==> run_1/floorplan.png <==
Scale: 4 px per micron. Pins as bars on the die edge.
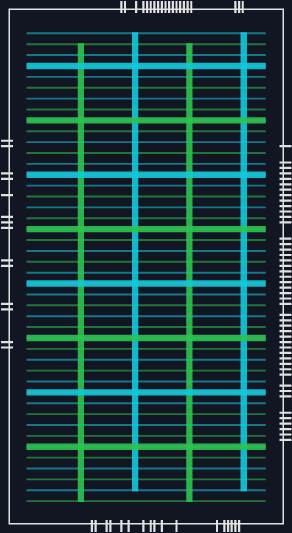
==> run_1/class_map.png <==
Scale: 3 px per micron. Fill, decap, tap and diode cells in grey.
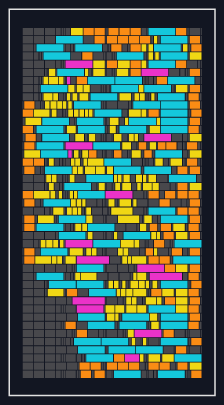
==> run_1/clock_wires.png <==
Scale: 6 px per micron.
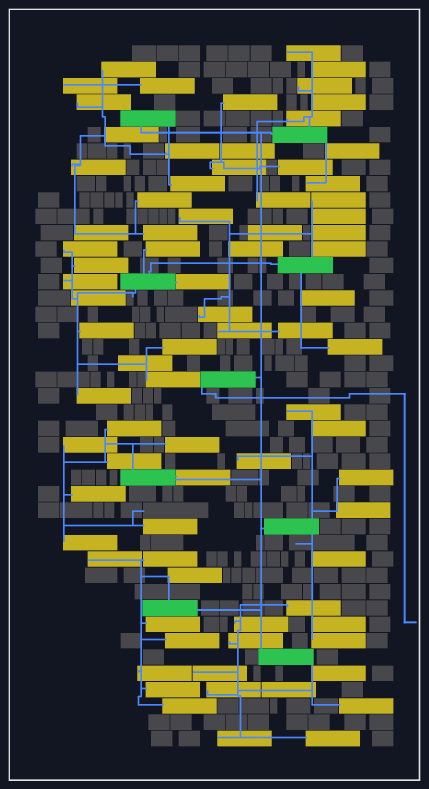
==> run_1/layers.png <==
Scale: 4 px per micron. Only two layers are drawn.
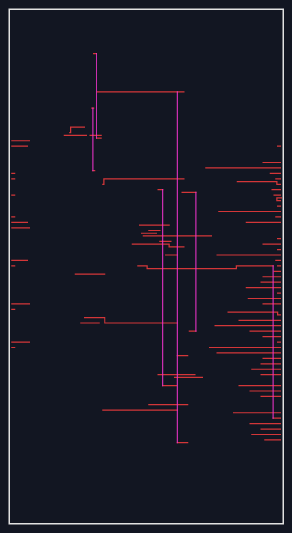
==> config.mk <==
export PLATFORM = sky130hd
export DESIGN_NAME = scan_port_ctrl
export DESIGN_NICKNAME = d
export VERILOG_FILES = /design/src/rtl/scan_port_ctrl.sv
export SDC_FILE = /design/constraint.sdc
export NUM_CORES = 1
export LEC_CHECK = 0
export CAP_MARGIN = 20
export CORE_ASPECT_RATIO = 2
export CORE_MARGIN = 4
export CORE_UTILIZATION = 47
export DETAILED_ROUTE_END_ITERATION = 10
export PLACE_DENSITY = 0.86
export SLEW_MARGIN = 5
export SYNTH_ARGS = -nofsm -noshare
export SYNTH_HDL_FRONTEND = slang
export SYNTH_SLANG_ARGS = --single-unit
==> constraint.sdc <==
create_clock -name clk -period 3.11 [get_ports clk]
set_input_delay 0.4665 -clock clk [delete_from_list [all_inputs] [get_ports clk]]
set_output_delay 0.4665 -clock clk [all_outputs]
set_load 0.01 [all_outputs]
==> results.json, run 1 <==
{
  "yosys_top_cell_by_instances": "dfrtp_1",
  "whs_path_depth": 0,
  "ctsHoldBuffers": 0,
  "post-place-cells": 458,
  "num_io_pins": 98,
  "cts_post_setup_buffers_inserted": 0,
  "cts_htree_levels": 3,
  "number_of_design_rule_violations_left_by_the_first_detailed_router_iteration": 198,
  "final.setup.worst_slack_ns": 0.873,
  "antenna-diode-count": 0,
  "power.total_mw": 4.70,
  "final_max_slew_viol_count": 0,
  "syn-mean-instance-area_sq_um": 12.1,
  "detail_route.vias_per_cell": 5.48,
  "grt_max_degree": 34,
  "finalHoldWorstSlack_ns": 0.340,
  "r2r.worst_path.cells": 4,
  "flop_area_sq_um": 2000,
  "place_ws_ns": 0.652,
  "tritoncts.num_buffers": 9,
  "postCtsResizedCells": 0,
  "xor_area_share_pct": 0.516,
  "max_stage_delay_ns": 0.66,
  "chip_area_sq_um": 8730,
  "synth.mux.area_fraction_pct": 12.5,
  "initial_core_util_pct": 48.6,
  "detail_route.first_pass.iterations": 4,
  "worstPathArrival_ns": 2.45,
  "antenna_violations_before_repair": 0,
  "power.static_leakage_nw": 2.10,
  "timing.setup.tns_ns": 0,
  "cts.sinks": 80,
  "yosys.cell_types.count": 48,
  "outcome": "finished clean",
  "num-fill-cells": 514,
  "ys_sh_simple_pct": 11.1,
  "synth-seq-cells": 80,
  "cts-root-buf": "clkbuf_16",
  "max_freq_mhz": 447,
  "logic_area_sq_um": 1270,
  "grt_pass1_vias": 2743,
  "numPortBuffers": 97,
  "power.density_cell_area_nw_per_um2": 982
}
About floorplan.png:
Key: VDD = cyan; VSS = green
98 signal pins sit on the boundary. 8 straps on met5. The core has 43 rows. 44 met1 rails follow the rows. 4 straps on met4.
floorplan die width: 68.1 microns
worst vdd ir: 0.590 mV

About class_map.png:
Key: clock drivers and dummy loads = magenta [cells 15, share of their area 7.2%]; remaining buffers and delay cells = orange [cells 104, share of their area 22%]; registers = cyan [cells 80, share of their area 43%]; remaining logic cells = yellow [cells 184, share of their area 28%]
Final Core Density: 68.4%
core area: 6990 sq um
Finished Cell Area: 4780 sq um
flop share of the area: 41.8%

About clock_wires.png:
Key: flip-flops = yellow [count 80]; clock-net drivers = green [count 9]; clock wires = blue [length 901 microns]
There are 10 routed clock nets.
clock insertion delay at the later pin of the skew report: 0.33 ns
final setup skew: 0.00599 ns
clock-net power: 1.18 mW
clock share of power: 25.1%

About layers.png:
Key: M3 = red [wire length 568 microns]; M4 = magenta [wire length 246 microns]
detailed-route wire length per cell: 18.2 microns
GRT Total Usage: 21.1%
post-detailed-routing wire length: 8.61 mm
detailed-route via count: 2590

run 1: critical path, delay by kind of cell, from the launching register on:
family	cells	cell delay [ns]
and+or+nand+nor	3	1.11
DFF	1	0.60
muxes	1	0.39
run 1: routing by layer:
layer	vias to the layer above	wire length [microns]	share of wire, %	GRT usage [%]
met5	-	0	0	0
met4	0	246	2.9	10.7
met3	17	568	6.6	4.65
met2	113	4830	56	38.2
met1	1258	2960	34	21.6
li1	1202	-	-	-
run 1: power by group:
part           leakage, nW  switching, mW  internal [mW]
registers            0.996          0.296           1.46
logic                0.944          0.789          0.976
clock network        0.163          0.378          0.801
run 1: final cells by class:
class                      instances  share of cell area, %
multi-input combinational        175                   26.6
clock buffer                      12                   5.15
timing repair buffer             104                   21.4
sequential                        80                   41.8
tap                               90                   2.35
inverter                           9                  0.732
clock inverter                     3                   1.88
==> run_1/placed.png <==
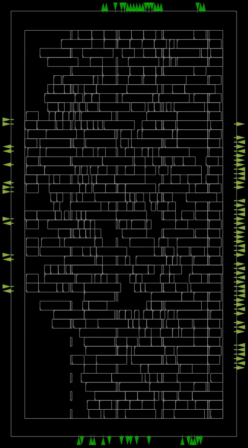

==> run 1 -> run 2 <==
clock period = 2.3 ns   (was 3.11 ns; I/O delays follow)
==> run_2/placed.png <==
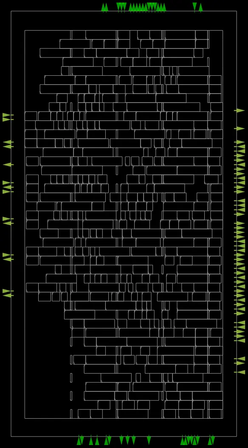
fillcell total: 514
Placement Rows: 43

==> results.json, run 2 <==
{
  "insertion_delay_ns": 0.33,
  "max_stage_delay_ns": 0.53,
  "outcome": "finished clean",
  "antenna_violations_before_repair": 0,
  "syn-mean-instance-area_sq_um": 12.1,
  "power.density_cell_area_nw_per_um2": 1300,
  "wl_met3_microns": 527,
  "power.total_mw": 6.31,
  "grt_max_degree": 35,
  "final.setup.worst_slack_ns": 0.316,
  "largestPowerGroup": "combinational cells",
  "power_frac_comb_pct": 39.1,
  "finish.utilization_pct": 69.3,
  "power_combinational_mw": 2.47,
  "critical-path-top-delay-family": "simple AND/OR/NAND/NOR gates",
  "cts_post_setup_buffers_inserted": 0,
  "post-route-cell-area_sq_um": 4850,
  "detail_route.wl_per_cell_microns": 17.5,
  "worstPathArrival_ns": 2.19,
  "post-place-cells": 466,
  "die_x_microns": 68.1,
  "chip_area_sq_um": 8730,
  "num_io_pins": 98,
  "detail_route.wirelength.met1_mm": 2.96,
  "tritoncts.num_buffers": 9,
  "number_of_design_rule_violations_left_by_the_first_detailed_router_iteration": 154,
  "numPortBuffers": 97,
  "num_vias": 2608,
  "sw_frac_of_total_pct": 31.5,
  "timing.setup.tns_ns": 0,
  "detail_route.first_pass.iterations": 4,
  "fin_worst_skew_ns": 0.00870,
  "yosys.cell_types.count": 48,
  "cts_htree_levels": 3,
  "worst-path-buf-inv": 1,
  "synth-seq-cells": 80,
  "yosys_top_cell_by_instances": "dfrtp_1",
  "switching_power_mw": 1.99,
  "p_seq_mw": 2.34,
  "max-vdd-ir-drop_mv": 0.750
}
run 2: per-layer routing:
layer	vias up	GRT usage, %
met2	98	36.9
met5	-	0
met1	1273	21.5
li1	1213	-
met3	24	5.53
met4	0	9.03
run 2: layout make-up:
class / instances / area, sq um
clock buffers: 11 / 243
clock inverters: 5 / 80.1
fillers: 514 / 2150
inverters: 9 / 37.5
multi-input cells: 175 / 1270
flip-flops and latches: 80 / 2000
well taps: 90 / 113
repair buffers: 112 / 1100
run 2: logic make-up after synthesis:
family / after synthesis / share of synthesized area, %
compound gates: 73 / 12.9
xor+xnor: 2 / 0.516
fa+ha+maj: 1 / 0.368
buf+inv: 25 / 3.61
flops: 80 / 58.9
mux: 35 / 12.5
simple gates: 64 / 11.1
No activity file was given, so power comes from the tool's default toggle rates.
